$ cat src/rtl/layer_stream_driver.sv
// Streams an N-word input vector to a fully-connected layer over valid/ready and
// collects its M result words into a readable buffer, reporting completion and run length.
module layer_stream_driver #(
   parameter int N = 8,
   parameter int M = 6,
   parameter int T = 16
) (
   input  logic                 clk,
   input  logic                 reset,
   input  logic                 load_en,
   input  logic [$clog2(N)-1:0] load_addr,
   input  logic [T-1:0]         load_data,
   input  logic                 start,
   output logic                 tx_valid,
   input  logic                 tx_ready,
   output logic [T-1:0]         tx_data,
   input  logic                 rx_valid,
   output logic                 rx_ready,
   input  logic [T-1:0]         rx_data,
   input  logic                 rx_hold,
   input  logic [$clog2(M)-1:0] rd_addr,
   output logic [T-1:0]         rd_data,
   output logic                 busy,
   output logic                 done,
   output logic [15:0]          cycles
);

   localparam int AW = $clog2(N);
   localparam int RW = $clog2(M);
   localparam logic [AW:0]   N_LIM   = (AW+1)'(N);
   localparam logic [RW:0]   M_LIM   = (RW+1)'(M);
   localparam logic [AW-1:0] TX_LAST = AW'(N-1);
   localparam logic [RW-1:0] RX_LAST = RW'(M-1);
   localparam logic [15:0]   CYC_MAX = 16'hFFFF;

   typedef enum logic [1:0] {
      ST_IDLE = 2'd0,
      ST_SEND = 2'd1,
      ST_RECV = 2'd2,
      ST_DONE = 2'd3
   } state_t;

   state_t        state_r;
   state_t        state_nxt_s;
   logic [T-1:0]  xbuf_r [N];
   logic [T-1:0]  ybuf_r [M];
   logic [AW-1:0] tx_idx_r;
   logic [RW-1:0] rx_idx_r;
   logic [15:0]   cycles_r;
   logic [T-1:0]  rd_data_r;
   logic          tx_valid_s;
   logic          rx_ready_s;
   logic          busy_s;
   logic          done_s;
   logic          tx_fire_s;
   logic          rx_fire_s;
   logic          run_start_s;
   logic          x_wr_s;

   assign tx_fire_s   = tx_valid_s & tx_ready;
   assign rx_fire_s   = rx_valid & rx_ready_s;
   assign run_start_s = (state_r == ST_IDLE) & start;
   assign x_wr_s      = (state_r == ST_IDLE) & load_en & ({1'b0, load_addr} < N_LIM);

   // State register
   always_ff @(posedge clk) begin
      if (reset) begin
         state_r <= ST_IDLE;
      end else begin
         state_r <= state_nxt_s;
      end
   end

   // Next-state decode
   always_comb begin
      state_nxt_s = state_r;
      case (state_r)
         ST_IDLE: begin
            if (start) state_nxt_s = ST_SEND;
            else       state_nxt_s = ST_IDLE;
         end
         ST_SEND: begin
            if (tx_fire_s && (tx_idx_r == TX_LAST)) state_nxt_s = ST_RECV;
            else                                     state_nxt_s = ST_SEND;
         end
         ST_RECV: begin
            if (rx_fire_s && (rx_idx_r == RX_LAST)) state_nxt_s = ST_DONE;
            else                                     state_nxt_s = ST_RECV;
         end
         ST_DONE: state_nxt_s = ST_IDLE;
         default: state_nxt_s = ST_IDLE;
      endcase
   end

   // Output decode; rx_ready follows rx_hold combinationally so backpressure is immediate
   always_comb begin
      tx_valid_s = 1'b0;
      rx_ready_s = 1'b0;
      busy_s     = 1'b0;
      done_s     = 1'b0;
      case (state_r)
         ST_IDLE: begin
            tx_valid_s = 1'b0;
         end
         ST_SEND: begin
            tx_valid_s = 1'b1;
            busy_s     = 1'b1;
         end
         ST_RECV: begin
            rx_ready_s = ~rx_hold;
            busy_s     = 1'b1;
         end
         ST_DONE: begin
            done_s = 1'b1;
         end
         default: begin
            done_s = 1'b0;
         end
      endcase
   end

   // Word indices and saturating run-length counter
   always_ff @(posedge clk) begin
      if (reset) begin
         tx_idx_r <= {AW{1'b0}};
         rx_idx_r <= {RW{1'b0}};
         cycles_r <= 16'd0;
      end else if (run_start_s) begin
         tx_idx_r <= {AW{1'b0}};
         rx_idx_r <= {RW{1'b0}};
         cycles_r <= 16'd0;
      end else begin
         if (tx_fire_s) begin
            tx_idx_r <= (tx_idx_r == TX_LAST) ? {AW{1'b0}} : tx_idx_r + AW'(1);
         end
         if (rx_fire_s) begin
            rx_idx_r <= (rx_idx_r == RX_LAST) ? {RW{1'b0}} : rx_idx_r + RW'(1);
         end
         if (busy_s && (cycles_r != CYC_MAX)) begin
            cycles_r <= cycles_r + 16'd1;
         end
      end
   end

   // Input vector storage; deliberately not reset
   always_ff @(posedge clk) begin
      if (x_wr_s) begin
         xbuf_r[load_addr] <= load_data;
      end
   end

   // Result storage; deliberately not reset so partial results survive an abort
   always_ff @(posedge clk) begin
      if (rx_fire_s && !reset) begin
         ybuf_r[rx_idx_r] <= rx_data;
      end
   end

   // Registered result read port; out-of-range addresses read as zero
   always_ff @(posedge clk) begin
      if (reset) begin
         rd_data_r <= {T{1'b0}};
      end else if ({1'b0, rd_addr} < M_LIM) begin
         rd_data_r <= ybuf_r[rd_addr];
      end else begin
         rd_data_r <= {T{1'b0}};
      end
   end

   assign tx_valid = tx_valid_s;
   assign tx_data  = xbuf_r[tx_idx_r];
   assign rx_ready = rx_ready_s;
   assign rd_data  = rd_data_r;
   assign busy     = busy_s;
   assign done     = done_s;
   assign cycles   = cycles_r;

endmodule
$ cat config.mk
export PLATFORM = sky130hd
export DESIGN_NAME = layer_stream_driver
export DESIGN_NICKNAME = d
export VERILOG_FILES = /design/src/rtl/layer_stream_driver.sv
export SDC_FILE = /design/constraint.sdc
export NUM_CORES = 1
export LEC_CHECK = 0
export CORE_UTILIZATION = 25
export CTS_CLUSTER_DIAMETER = 40
export DETAILED_ROUTE_END_ITERATION = 8
export PLACE_DENSITY = 0.52
export SLEW_MARGIN = 0
export SYNTH_ARGS = -nofsm -noshare
export SYNTH_HDL_FRONTEND = slang
export SYNTH_SLANG_ARGS = --single-unit
$ cat constraint.sdc
create_clock -name clk -period 3.8 [get_ports clk]
set_input_delay 0.76 -clock clk [delete_from_list [all_inputs] [get_ports clk]]
set_output_delay 0.76 -clock clk [all_outputs]
set_load 0.01 [all_outputs]
**Run 1: met2 routing**

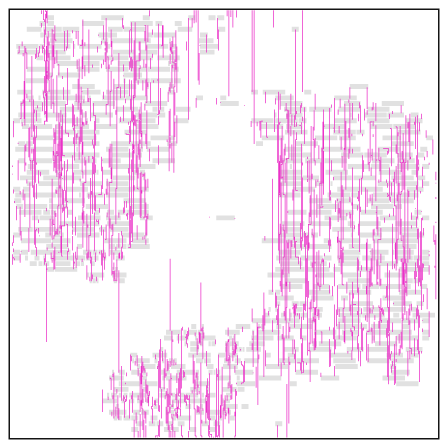
- nets with wire on the layer: 622
- main direction: vertical
- wire length on this layer: 10300 µm
- longest straight run: 63.5 µm

**Run 1: signal wires on met3**

The bar under the picture is 50 µm long.
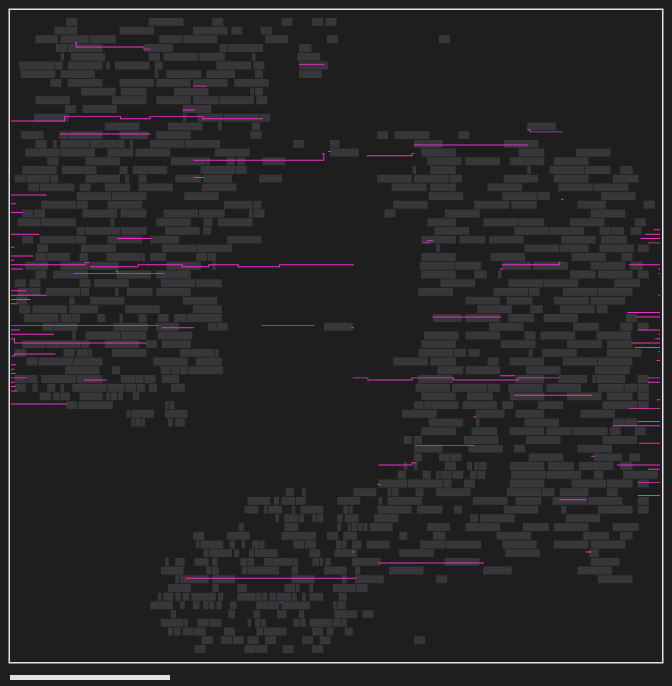
- nets with wire on the layer: 62
- wire length on this layer: 1060 µm
WL final: 21.5 mm
DR vias: 5283
global routing usage on met3: 0.0313

**Run 1: routing congestion map**

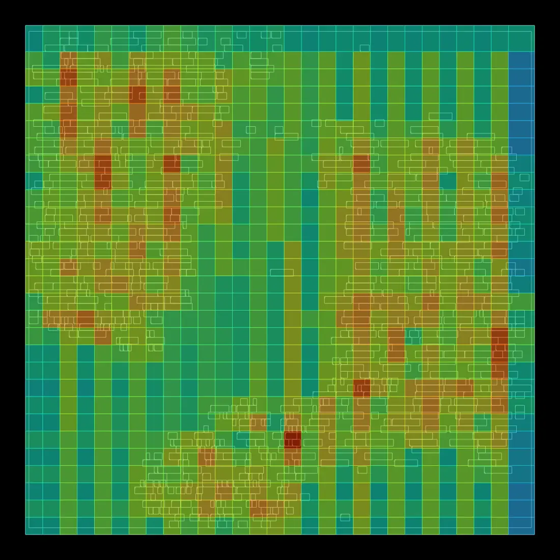
fin util: 0.332
routing usage on met2: 0.173
drt wl/cell: 17.4 µm
Global Route Usage Sum: 0.107
layer with the highest usage: met2

## run 1: routing by layer
metal	wire length, µm	GRT usage	part of all wire
met1	9560	0.136	0.45
met3	1060	0.0313	0.049
met2	10300	0.173	0.48
met4	502	0.0405	0.023
met5	0	0	0
## run 1: cells in the final DEF, fill, tap and decap left out, drive strengths merged, types with 2 or more instances in the layout
master         count
a211oi            16
a21o               2
a21oi             19
and2               2
and3               2
and4               2
buf               24
bufinv             4
clkbuf            47
clkdlybuf4s50     95
clkinv            13
clkinvlp           3
dfxtp             43
edfxtp           224
ha                 8
inv               13
mux2              16
mux2i             18
mux4              48
nand2             15
nand2b             3
nand3              8
nand4              7
nor2              27
nor3              13
nor4               4
nor4b              2
o21ai              9
o31ai              2
or3                8
or4                2
xor2               2
## run 1: final cells by class
cell class / instances / share of cell area
Tap cell: 525 / 0.0496
Sequential cell: 267 / 0.573
Inverter: 5 / 0.00142
Multi-Input combinational cell: 242 / 0.189
Clock inverter: 28 / 0.0212
Clock buffer: 47 / 0.0799
Timing Repair Buffer: 119 / 0.0861
## run 1: logic make-up after synthesis
logic type,synth area share
adders and majority gates,0.00985
DFF,0.746
AOI/OAI and AO/OA,0.0337
xor gates and xnor gates,0.00172
buffers and inverters,0.0138
and+or+nand+nor,0.0527
muxes,0.142
## run 1: worst max-delay path: cells and delay by family, from the launching register on
| family | cells | cell delay, ps |
|---|---|---|
| buf+inv | 2 | 780 |
| flops | 1 | 380 |
| mux | 2 | 820 |
## run 1: final timing paths
path / startpoint / end / slack, ps / cells past startpoint
hold / removal: tx_idx_r[1]$_SDFFE_PP0P_ / tx_idx_r[1]$_SDFFE_PP0P_ / 480 / 2
setup reg to reg: state_r[0]$_SDFF_PP0_ / ybuf_r[4][6]$_DFFE_PP_ / 1570 / 7
hold reg to reg: tx_idx_r[1]$_SDFFE_PP0P_ / tx_idx_r[1]$_SDFFE_PP0P_ / 480 / 2
setup / recovery: register / tx_data[2] / 500 / 4
## run 1: stage by stage
step	setup slack (ps)	hold slack [ps]	instance area [µm²]	utilization
2_1_floorplan	223	445	10200	-
5_1_grt	391	508	13200	0.332
3_5_place_dp	1020	475	11900	0.298
4_1_cts	446	484	13200	0.332
3_3_place_gp	1030	477	11900	0.298
6_report	502	480	13200	0.332
## run 1: power breakdown
part           total (mW)  internal [mW]  switching [mW]
clock                3.62           2.29            1.33
sequential           3.23           3.22          0.0119
combinational       0.292          0.141           0.150
total                7.14           5.65            1.49
## run 1: state kept, by name, summed over array words and instances, names as in the netlist, named ones only
register and count:
cycles 16, state_r 1, rx_idx_r 3, xbuf_r 128
ybuf_r 96, tx_idx_r 3, rd_data 16
==> results.py, run 1 <==
# Metrics from the implementation run
metrics = {
    "route": {
        "postRouteAntennaNets": 0,
        "firstDrtPassIters": 4,
        "drtIter0Drc": 254,
        "viasPerCell": 4.28,
    },
    "yosys": {
        "yosysUniqueCellTypes": 42,
        "synth_flop_count": 267,
        "synth.top_cell.area_share": 0.662,
        "topCellsByArea": "edfxtp_1 (66%), mux4_2 (11%), dfxtp_1 (8.5%), mux2i_1 (1.8%), mux2_2 (1.8%)",
        "synth.most_common_cell": "edfxtp_1",
        "yosys_area_mm2": 0.0102,
        "yosysWarnings": 0,
        "synthCells": 540,
        "synth-main-ff-cell": "edfxtp_1",
        "synth_seq_share": 0.746,
        "edf_count": 224,
        "syn_avg_cell_area_um2": 18.8,
        "synth_nets": 593,
        "largest_area_cell": "edfxtp_1",
        "netlist_area_mm2": 0.0102,
    },
    "clock_network": {
        "postCtsSetupBuffers": 0,
        "cts.sinks": 267,
        "postCtsHoldBufs": 0,
        "cts_max_path_buffers": 3,
        "cts_tree": "done",
        "post_cts_resized": 0,
        "cts_buffers": 41,
        "cts-root-buf": "clkbuf_16",
        "insertion_delay_ps": 540,
        "htreeDepth": 2,
        "path_clk_slew_ps": 50,
    },
    "setup_path": {
        "crit_type": "reg2out",
        "crit_path_cell_trace": "buf_12 > mux4_2 > mux2_2 > clkdlybuf4s50_1",
        "cp_max_fo": 30,
        "crit_required_ps": 3040,
        "crit_arrival_ps": 2540,
        "cp-end-kind": "primary output",
        "start_kind": "register",
        "cp_slowest_cell": "mux4_2",
        "worst_path_largest_cell_delay_ps": 540,
    },
    "finish": {
        "drive_gt1_frac": 0.242,
        "antennaDiodeCount": 0,
        "fill_cells": 3838,
        "stdcell_count": 1233,
    },
    "run": {
        "max-cap-violations": 0,
        "warnings": 30,
    },
    "timing": {
        "fin_crit_ps": 3300,
        "max-slew-margin-rel": 0.436,
        "rsz0062_at_grt": "false",
        "clock_skew_ps": 20.0,
        "maxSlewViolCount": 0,
        "fin_crit_sh": 0.868,
        "worstMarginPinSlew_ps": 843,
        "setup_violations": 0,
        "hold_viol": 0,
    },
    "pwr": {
        "leakagePower_nw": 4.25,
        "irDropWorstVdd_mv": 0.412,
        "p_per_area_mw_per_mm2": 539,
        "power.total_mw": 7.14,
    },
    "floorplan": {
        "rows": 73,
        "dieArea_mm2": 0.0415,
        "core_area_mm2": 0.0399,
        "ios": 97,
        "die_w_um": 204,
    },
    "min_path": {
        "hp-class": "reg2reg",
    },
    "grt": {
        "grt_pass1_vias": 5625,
        "grt_max_degree": 33,
        "grt_overflow": 0,
        "grt_pass1_wl_mm": 33.5,
        "antenna_found_initial": 0,
    },
    "placement": {
        "numPortBuffers": 96,
    },
    "run_status": {
        "outcome": "complete, no violations",
    },
}
## Run 2: what changed since run 1
--- a/config.mk
+++ b/config.mk
@@ -9,7 +9,6 @@
 export CTS_CLUSTER_DIAMETER = 40
 export DETAILED_ROUTE_END_ITERATION = 8
 export PLACE_DENSITY = 0.52
-export SLEW_MARGIN = 0
 export SYNTH_ARGS = -nofsm -noshare
 export SYNTH_HDL_FRONTEND = slang
 export SYNTH_SLANG_ARGS = --single-unit
**Run 2: routed clock nets over the placement**

The bar under the picture is 50 µm long.
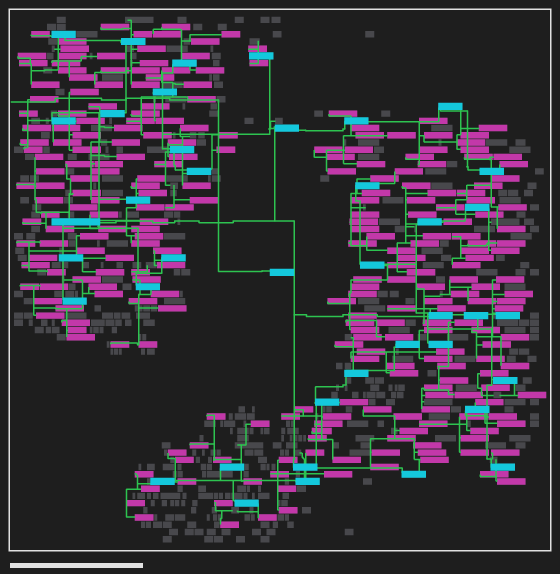
- flip-flops: magenta (count 267)
- clock drivers: cyan (count 41)
- clock wires: green (length 3550 µm)
- routed clock nets: 42
- flops lie: spread over the die

==> results.py, run 2 <==
# Metrics from the implementation run
metrics = {
    "route": {
        "drt_wl_total_mm": 21.5,
        "wire_per_inst_um": 17.4,
        "viasPerCell": 4.28,
        "postRouteAntennaNets": 0,
        "routed-via-count": 5283,
        "drtIter0Drc": 254,
        "firstDrtPassIters": 4,
    },
    "setup_path": {
        "cp.buffers_inverters": 2,
        "crit_type": "reg2out",
        "r2r_cells": 7,
        "worstReg2RegStart": "state_r[0]$_SDFF_PP0_",
        "crit_path_cell_trace": "buf_12 > mux4_2 > mux2_2 > clkdlybuf4s50_1",
        "cp_max_fo": 30,
        "cp_slowest_cell": "mux4_2",
        "start_kind": "register",
        "crit_arrival_ps": 2540,
        "r2r-end": "ybuf_r[4][6]$_DFFE_PP_",
        "critPathTopFamily": "multiplexers",
    },
    "pwr": {
        "leakagePower_nw": 4.25,
        "irDropWorstVdd_mv": 0.412,
        "p_per_area_mw_per_mm2": 539,
        "power.total_mw": 7.14,
    },
    "yosys": {
        "synth_flop_count": 267,
        "synthCells": 540,
        "synth_seq_share": 0.746,
        "netlist_area_mm2": 0.0102,
        "synth-main-ff-cell": "edfxtp_1",
        "yosysWarnings": 0,
        "topCellsByArea": "edfxtp_1 (66%), mux4_2 (11%), dfxtp_1 (8.5%), mux2i_1 (1.8%), mux2_2 (1.8%)",
        "synth.most_common_cell": "edfxtp_1",
        "edf_count": 224,
        "synth.top_cell.area_share": 0.662,
        "yosys_area_mm2": 0.0102,
        "yosysUniqueCellTypes": 42,
        "synth_nets": 593,
        "largest_area_cell": "edfxtp_1",
    },
    "run": {
        "warnings": 30,
    },
    "finish": {
        "final_core_util": 0.332,
        "largest-register": "xbuf_r",
        "largest_reg_flops": 128,
        "fin_area_mm2": 0.0132,
        "layout_top_cell": "edfxtp_1",
        "final_cell_mix": "edfxtp_1 (224), clkdlybuf4s50_1 (95), mux4_2 (48), dfxtp_1 (42), clkbuf_16 (41)",
        "stdcell_count": 1233,
        "drive_gt1_frac": 0.242,
        "antennaDiodeCount": 0,
    },
    "floorplan": {
        "core_area_mm2": 0.0399,
        "ios": 97,
        "dieArea_mm2": 0.0415,
        "rows": 73,
        "die_w_um": 204,
    },
    "placement": {
        "placed_area_mm2": 0.0119,
        "place_worst_setup_slack_ps": 1020,
    },
    "timing": {
        "fin_crit_sh": 0.868,
        "maxSlewViolCount": 0,
        "setup_violations": 0,
        "holdWs_ps": 480,
        "layout_setup_ws_ps": 502,
        "worstMarginPinSlew_ps": 843,
        "hold_viol": 0,
        "clock_skew_ps": 20.0,
    },
    "clock_network": {
        "cts_max_path_buffers": 3,
        "htreeDepth": 2,
        "path_clk_slew_ps": 50,
        "postCtsHoldBufs": 0,
        "insertion_delay_ps": 540,
        "postCtsSetupBuffers": 0,
        "cts-root-buf": "clkbuf_16",
        "post_cts_resized": 0,
        "cts_buffers": 41,
    },
    "min_path": {
        "hp-class": "reg2reg",
        "min_to": "tx_idx_r[1]$_SDFFE_PP0P_",
        "holdPathStages": 2,
    },
    "grt": {
        "grt_max_degree": 33,
        "grt_overflow": 0,
    },
    "run_status": {
        "outcome": "complete, no violations",
    },
}
**Run 2: wiring by layer**

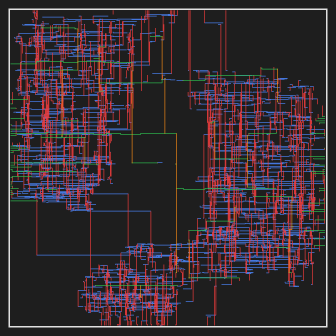
- metal 3: green (wire length 1060 µm)
- metal 4: orange (wire length 502 µm)
- metal 2: red (wire length 10300 µm)
- metal 1: blue (wire length 9560 µm)

==> run 2: cell counts in the layout (fill, tap and decap cells not counted) <==
No cell type changed its count.
==> run 2: kinds of logic after synthesis <==
group                    synth area share
AND/OR/NAND/NOR                    0.0527
multiplexers                        0.142
buffers and inverters              0.0138
flip-flops                          0.746
XOR/XNOR                          0.00172
AND-OR/OR-AND                      0.0337
adder cells (fa/ha/maj)           0.00985
==> run 2: report_power, final <==
group	internal [mW]	switching, mW
Combinational	0.141	0.150
Sequential	3.22	0.0119
Clock	2.29	1.33
==> run 2: final cells by class <==
class                      count  area [µm²]
inverter                       5        18.8
timing repair buffer         119        1140
tap                          525         657
multi-input combinational    242        2500
sequential                   267        7590
clock inverter                28         280
fill                        3838       26700
clock buffer                  47        1060
==> run 2: how the worst max path moves through the flow <==
| stage | end | slack [ps] | cells past startpoint | startpoint |
|---|---|---|---|---|
| 5_1_grt | tx_data[0] | 390 | 4 | register |
| 2_1_floorplan | ybuf_r[4][0]$_DFFE_PP_ | 220 | 4 | rx_hold |
| 3_5_place_dp | tx_data[2] | 1020 | 4 | register |
| 4_1_cts | tx_data[2] | 450 | 4 | register |
| 3_3_place_gp | tx_data[2] | 1030 | 4 | register |
| 6_report | tx_data[2] | 500 | 4 | register |
==> run 2: layer usage <==
metal	vias to the layer above	global-route usage	part of all wire
li1	2466	-	-
met1	2673	0.136	0.45
met2	106	0.173	0.48
met3	38	0.0313	0.049
met4	0	0.0405	0.023
met5	-	0	0
==> run 2: worst reg2reg max path, cell delays in order, from the launching register on <==
cell     delay, ps
dfxtp_1        340
inv_1          120
ha_1           270
nor2b_1        210
nand2_1        100
or2_2          330
nor4b_2        230
buf_4          330
Power figures rest on the tool's default switching activity, not on a simulated workload.
